`src/rtl/ps02_reschk_if.sv`:
```
// ps02_reschk_if: issue/result/status bundle between the ps02 datapath and the result checker
interface ps02_reschk_if #(
    parameter int data_width = 32
);
    logic                  start;
    logic                  valid_in;
    logic [data_width-1:0] A;
    logic [data_width-1:0] B;
    logic [2:0]            op;
    logic [data_width-1:0] R;
    logic                  flag;
    logic                  busy;
    logic                  done;
    logic                  error;
    logic [15:0]           pass_cnt;
    logic [15:0]           err_cnt;
    logic [15:0]           first_err_idx;

    modport master (
        output start, valid_in, A, B, op, R, flag,
        input  busy, done, error, pass_cnt, err_cnt, first_err_idx
    );

    modport slave (
        input  start, valid_in, A, B, op, R, flag,
        output busy, done, error, pass_cnt, err_cnt, first_err_idx
    );
endinterface

```
`src/rtl/ps02_reschk.sv`:
```
// ps02_reschk: compares ALU R/flag against a reference model of the issued ops after LAT cycles
module ps02_reschk #(
    parameter int data_width  = 32,
    parameter int LAT         = 1,
    parameter int N_CHECKS    = 64,
    parameter bit STOP_ON_ERR = 1'b0
) (
    input logic          clk,
    input logic          rst,
    ps02_reschk_if.slave mon
);
    typedef enum logic [1:0] {IDLE, RUN, DONE, FAIL} state_t;

    state_t                state_q, state_d;
    logic [LAT-1:0]        v_q;
    logic [data_width-1:0] a_q [LAT];
    logic [data_width-1:0] b_q [LAT];
    logic [2:0]            op_q [LAT];
    logic [15:0]           pass_q, pass_d, err_q, err_d, fidx_q, fidx_d;
    logic                  error_q, error_d;
    logic                  run, go, cmp, match, last;
    logic [data_width-1:0] a, b, ref_r;
    logic [data_width:0]   sum;
    logic                  ref_f;
    logic [16:0]           total;

    assign run   = state_q == RUN;
    assign go    = mon.start && !run;
    assign a     = a_q[LAT-1];
    assign b     = b_q[LAT-1];
    assign sum   = {1'b0, a} + {1'b0, b};
    assign cmp   = run && v_q[LAT-1];
    assign match = ref_r == mon.R && ref_f == mon.flag;
    assign total = {1'b0, pass_q} + {1'b0, err_q} + 17'd1;
    assign last  = total == 17'(N_CHECKS);

    always_comb begin
        ref_r = '0;
        case (op_q[LAT-1])
            3'd0: ref_r = sum[data_width-1:0];
            3'd1: ref_r = a - b;
            3'd2: ref_r = a & b;
            3'd3: ref_r = a | b;
            3'd4: ref_r = a ^ b;
            3'd5: ref_r = ~a;
            3'd6: ref_r = a << 1;
            default: ref_r = a >> 1;
        endcase
        ref_f = op_q[LAT-1] == 3'd0 ? sum[data_width] :
                op_q[LAT-1] == 3'd1 ? a < b : ref_r == '0;
    end

    // only an accepted start flushes the delay line, so nothing from a previous run is compared
    always_ff @(posedge clk or posedge rst) begin
        if (rst) v_q <= '0;
        else if (go) v_q <= '0;
        else begin
            v_q[0] <= mon.valid_in && run;
            for (int i = 1; i < LAT; i++) v_q[i] <= v_q[i-1];
        end
    end

    always_ff @(posedge clk) begin
        a_q[0]  <= mon.A;
        b_q[0]  <= mon.B;
        op_q[0] <= mon.op;
        for (int i = 1; i < LAT; i++) begin
            a_q[i]  <= a_q[i-1];
            b_q[i]  <= b_q[i-1];
            op_q[i] <= op_q[i-1];
        end
    end

    always_comb begin
        state_d = state_q;
        pass_d  = pass_q;
        err_d   = err_q;
        error_d = error_q;
        fidx_d  = fidx_q;
        if (go) begin
            state_d = RUN;
            pass_d  = '0;
            err_d   = '0;
            error_d = 1'b0;
            fidx_d  = '1;
        end else if (cmp) begin
            pass_d  = match && !(&pass_q) ? pass_q + 16'd1 : pass_q;
            err_d   = !match && !(&err_q) ? err_q + 16'd1 : err_q;
            error_d = error_q || !match;
            fidx_d  = !match && &fidx_q ? pass_q + err_q : fidx_q;
            state_d = !match && STOP_ON_ERR ? FAIL : last ? DONE : RUN;
        end
    end

    always_ff @(posedge clk or posedge rst) begin
        if (rst) begin
            state_q <= IDLE;
            pass_q  <= '0;
            err_q   <= '0;
            error_q <= 1'b0;
            fidx_q  <= '1;
        end else begin
            state_q <= state_d;
            pass_q  <= pass_d;
            err_q   <= err_d;
            error_q <= error_d;
            fidx_q  <= fidx_d;
        end
    end

    assign mon.busy          = run;
    assign mon.done          = state_q == DONE || state_q == FAIL;
    assign mon.error         = error_q;
    assign mon.pass_cnt      = pass_q;
    assign mon.err_cnt       = err_q;
    assign mon.first_err_idx = fidx_q;
endmodule

```
`src/flat_wrapper.sv`:
```
// flat-port wrapper written by rule: the top's interface ports become plain ports
module ps02_reschk_flat 
#(
    parameter int data_width  = 32,
    parameter int LAT         = 1,
    parameter int N_CHECKS    = 64,
    parameter bit STOP_ON_ERR = 1'b0
)
  (clk, rst, mon_start, mon_valid_in, mon_A, mon_B, mon_op, mon_R, mon_flag, mon_busy, mon_done, mon_error, mon_pass_cnt, mon_err_cnt, mon_first_err_idx);
  ps02_reschk_if #(.data_width(data_width)) mon_i ();
  input logic clk;
  input logic rst;
  input wire logic [$bits(mon_i.start)-1:0] mon_start;
  input wire logic [$bits(mon_i.valid_in)-1:0] mon_valid_in;
  input wire logic [$bits(mon_i.A)-1:0] mon_A;
  input wire logic [$bits(mon_i.B)-1:0] mon_B;
  input wire logic [$bits(mon_i.op)-1:0] mon_op;
  input wire logic [$bits(mon_i.R)-1:0] mon_R;
  input wire logic [$bits(mon_i.flag)-1:0] mon_flag;
  output wire logic [$bits(mon_i.busy)-1:0] mon_busy;
  output wire logic [$bits(mon_i.done)-1:0] mon_done;
  output wire logic [$bits(mon_i.error)-1:0] mon_error;
  output wire logic [$bits(mon_i.pass_cnt)-1:0] mon_pass_cnt;
  output wire logic [$bits(mon_i.err_cnt)-1:0] mon_err_cnt;
  output wire logic [$bits(mon_i.first_err_idx)-1:0] mon_first_err_idx;
  assign mon_i.start = mon_start;
  assign mon_i.valid_in = mon_valid_in;
  assign mon_i.A = mon_A;
  assign mon_i.B = mon_B;
  assign mon_i.op = mon_op;
  assign mon_i.R = mon_R;
  assign mon_i.flag = mon_flag;
  assign mon_busy = mon_i.busy;
  assign mon_done = mon_i.done;
  assign mon_error = mon_i.error;
  assign mon_pass_cnt = mon_i.pass_cnt;
  assign mon_err_cnt = mon_i.err_cnt;
  assign mon_first_err_idx = mon_i.first_err_idx;
  ps02_reschk #(.data_width(data_width), .LAT(LAT), .N_CHECKS(N_CHECKS), .STOP_ON_ERR(STOP_ON_ERR)) u_core (.clk(clk), .rst(rst), .mon(mon_i));
endmodule
```
`config.mk`:
```
export PLATFORM = sky130hd
export DESIGN_NAME = ps02_reschk_flat
export DESIGN_NICKNAME = d
export VERILOG_FILES = /design/src/rtl/ps02_reschk_if.sv /design/src/rtl/ps02_reschk.sv /design/src/flat_wrapper.sv
export SDC_FILE = /design/constraint.sdc
export NUM_CORES = 1
export LEC_CHECK = 0
export CAP_MARGIN = 40
export CORE_MARGIN = 3
export CORE_UTILIZATION = 47
export CTS_CLUSTER_SIZE = 24
export DETAILED_ROUTE_END_ITERATION = 10
export PLACE_DENSITY = 0.7
export SLEW_MARGIN = 20
export SYNTH_ARGS = -nofsm -noshare
export SYNTH_HDL_FRONTEND = slang
export SYNTH_SLANG_ARGS = --single-unit
```
`constraint.sdc`:
```
create_clock -name clk -period 5.2 [get_ports clk]
set_clock_uncertainty 0.2 [all_clocks]
set_input_delay 1.56 -clock clk [delete_from_list [all_inputs] [get_ports clk]]
set_output_delay 1.56 -clock clk [all_outputs]
set_load 0.01 [all_outputs]
```
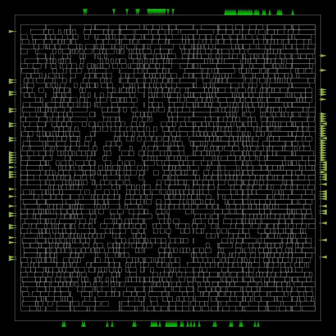
(placed standard cells)
final cell count without fillers: 2,464
Rows: 59
core area: 0.0265 sq mm
Tapcells: 335

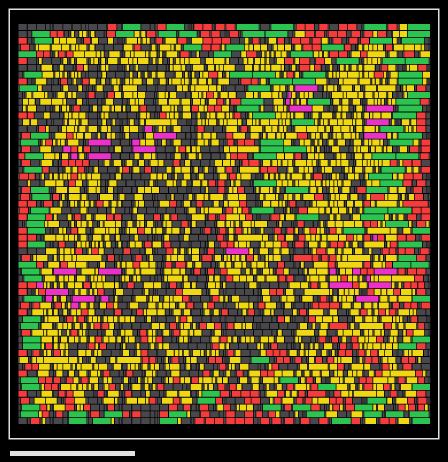
(placement by cell class)
The bar under the picture is 50 microns long. Fill, decap, tap and diode cells in grey.
| class | colour | cells |
|---|---|---|
| other buffers and delay cells | red | 486 |
| all other logic | yellow | 1,491 |
| clock drivers and dummy loads | magenta | 32 |
| flops | green | 119 |

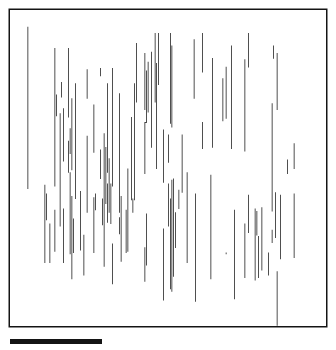
(signal wires on met4)
The bar under the picture is 50 microns long.
share of all routed wire: 5.5%
longest straight run: 87.7 microns
nets with wire on the layer: 78

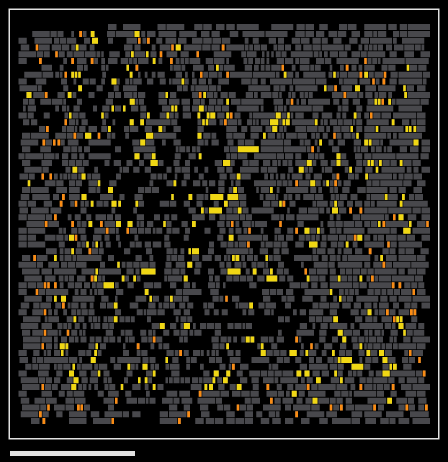
(selected gate families)
The bar under the picture is 50 microns long.
| family | colour | cells | most used | where |
|---|---|---|---|---|
| NOR gates | yellow | 239 | nor2_1 | all over the die |
| inverters | orange | 126 | inv_1 | all over the die |

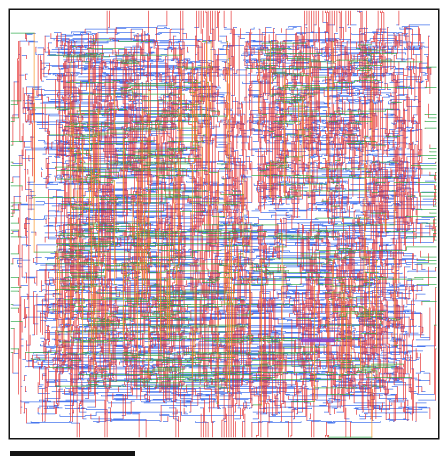
(wiring by layer)
The bar under the picture is 50 microns long.
| layer | colour | wire length |
|---|---|---|
| met3 | green | 5,870 microns |
| met5 | purple | 12.0 microns |
| met4 | orange | 3,200 microns |
| met1 | blue | 22.7 mm |
| met2 | red | 26.1 mm |

==> Slide: Implementation Results <==
Flow Results at a Glance

Run status
  – Run status: complete, but fails checks
  – Failing checks: setup timing

Cells and area
  – Mi-comb count: ~1,400
  – CLK BUF: 18
  – Fraction of area in multi-input gates: 0.542
  – Share of layout cells above drive strength 1: 0.243
  – Filler Cell Count: between 2,000 and 2,500
  – Nets: between 2,000 and 2,500
  – Area Growth Syn to Fin: 40.7%
  – Flop count: 119
  – Util after Layout: 0.683
  – Logic area: approximately 0.0098 sq mm
  – Fin area: about 0.018 sq mm
  – Largest cell class by area: multi-input combinational cells
  – Regs by FF count: u_core.a_q: 32 flops, u_core.b_q: 32 flops
  – Ant. Diodes: 1
  – Clock buf/inv share: 0.0308
  – Top cells excl fill/tap: buf_4 (312), clkdlybuf4s50_1 (154), a21oi_1 (133)
  – Commonest Layout Cell: buf_4

Logic synthesis
  – Synth Seq Share: 0.207
  – Yosys Chip Area: 0.0129 sq mm
  – Flops after synth: 119
  – Cell area after synthesis: 0.0129 sq mm
  – Area share, top type: 0.112
  – Avg Synthesized Cell Area: ~7.5 sq um
  – Synth Flop Type: dfxtp_1
  – Synth Instances: between 1,500 and 2,000
  – Ys Warns: 0
  – Synth async-reset ratio: 0.437
  – Number of cells in Yosys stat: 1,710
  – Count of library flops with an enable pin: 0

Final timing
  – FMAX: 184 MHz
  – Fin. max-slew vios: 0
  – RSZ-0062 raised after global routing: yes
  – Fin crit share: 1.04
  – Total Negative Setup Slacks: -2.90 ns
  – Final worst slack: -0.223 ns
  – Final hold vios: 0
  – Slew of the pin with the lowest slew margin: about 0.97 ns
  – Setup violators final: 30

Placement
  – Worst slack at placement: -0.622 ns
  – Gpl congestion: 1.07
  – Detailed placement HPWL: around 45,000 microns
  – I/O Buffers: ~150

Floorplanning
  – Chip height: around 170 microns
  – Die X: 171 microns
  – FP Core Util: 0.485
  – Chip area: 0.0294 sq mm

Worst hold path
  – Min-delay src: u_core.mon.first_err_idx[5]$_DFFE_PP1P_
  – Worst hold stages: 2
  – HP Class: reg2reg

Detailed routing
  – DR iter-0 viols: between 1,500 and 2,000
  – WL final: between 50,000 and 60,000 microns
  – Vias per cell: 6.41
  – Drt pass-1 iters: 6

Pwr
  – Clk power: between 1000 and 1500 uW
  – Pwr top: combinational cells
  – PD cells: between 200 and 250 mW/mm^2
  – Net Sw Frac: 0.389
  – Power share of the combinational group: 0.443
  – Switch Pwr: about 1700 uW
  – Clock share of power: 0.273
  – Peak supply drop: about 270 uV
  – Leak: 0.00779 uW
  – Int Pwr: between 2000 and 3000 uW
  – Power Sequential: around 1200 uW
  – Total power: approximately 4300 uW

Clock network
  – Num CTS Buffers: 17
  – # clock sinks: approximately 120
  – CTS clk-pin slew, worst paths: ~0.070 ns
  – CTS tree: done
  – Post-CTS Hold Fix Bufs: 0
  – Clk_lat worst skew: 0.44 ns
  – Clock Path Buffers: 2

Global routing
  – Initial antenna violation count: 2
  – Total grt overflow: 0
  – Vias in the first global route: roughly 15,000
  – Largest net degree at the start of global routing: 29
  – First-pass GRT wire length: ~86,000 microns

Critical path
  – Reg2Reg Launch Point: u_core.a_q[0][0]$_DFF_P_
  – CP endpoint: u_core.mon.pass_cnt[12]$_DFFE_PP0P_
  – Reg2reg path depth: 22
  – Data required, critical path: 5.37 ns
  – Max stage delay cell, worst path: or4b_4
  – Worst path cell trace: inv_2 -> ha_4 -> inv_2 -> fa_2 -> nand2b_4 -> a2111o_2 -> a2111oi_4 -> buf_4 -> nor3_4 -> o31ai_2 -> mux2_4 -> o32ai_4 -> buf_6 -> buf_4 -> xnor2_1 -> nor4b_1 -> and3_1 -> nand4b_1 -> or4b_4 -> buf_6 -> or4_1 -> a21oi_1
  – Worst path depth: 22
  – CP bufs+invs: 6
  – Worst R2R End: u_core.mon.pass_cnt[12]$_DFFE_PP0P_
  – Critical path peak fanout: 5
  – Critical path class: reg2reg
  – Setup slack, reg-to-reg: -0.22 ns

Run
  – Max cap viols: 0
-- per-layer routing --
| layer | global-route usage | share of wire |
|---|---|---|
| met5 | 0 | 0.00019 |
| met4 | 0.199 | 0.055 |
| met3 | 0.0869 | 0.10 |
| met2 | 0.608 | 0.45 |
| met1 | 0.480 | 0.39 |
-- repair_timing --
action                                  CTS  global route
gates resized                            54            74
pin swaps                                10            35
setup buffers                             8            11
gates cloned                              3             1
endpoints found under the setup margin   49            48
-- logic make-up (layout without fill, tap and decap cells) --
family / count (synthesis) / count (layout) / share of synthesized area
buf+inv: 227 / 644 / 0.0704
fa+ha+maj: 119 / 119 / 0.118
simple gates: 570 / 571 / 0.229
xor+xnor: 60 / 60 / 0.0409
compound gates: 591 / 591 / 0.315
other cells: 0 / 1 / 0
flops: 119 / 119 / 0.207
mux: 24 / 24 / 0.0191
Power is estimated from default activity; no workload was simulated.
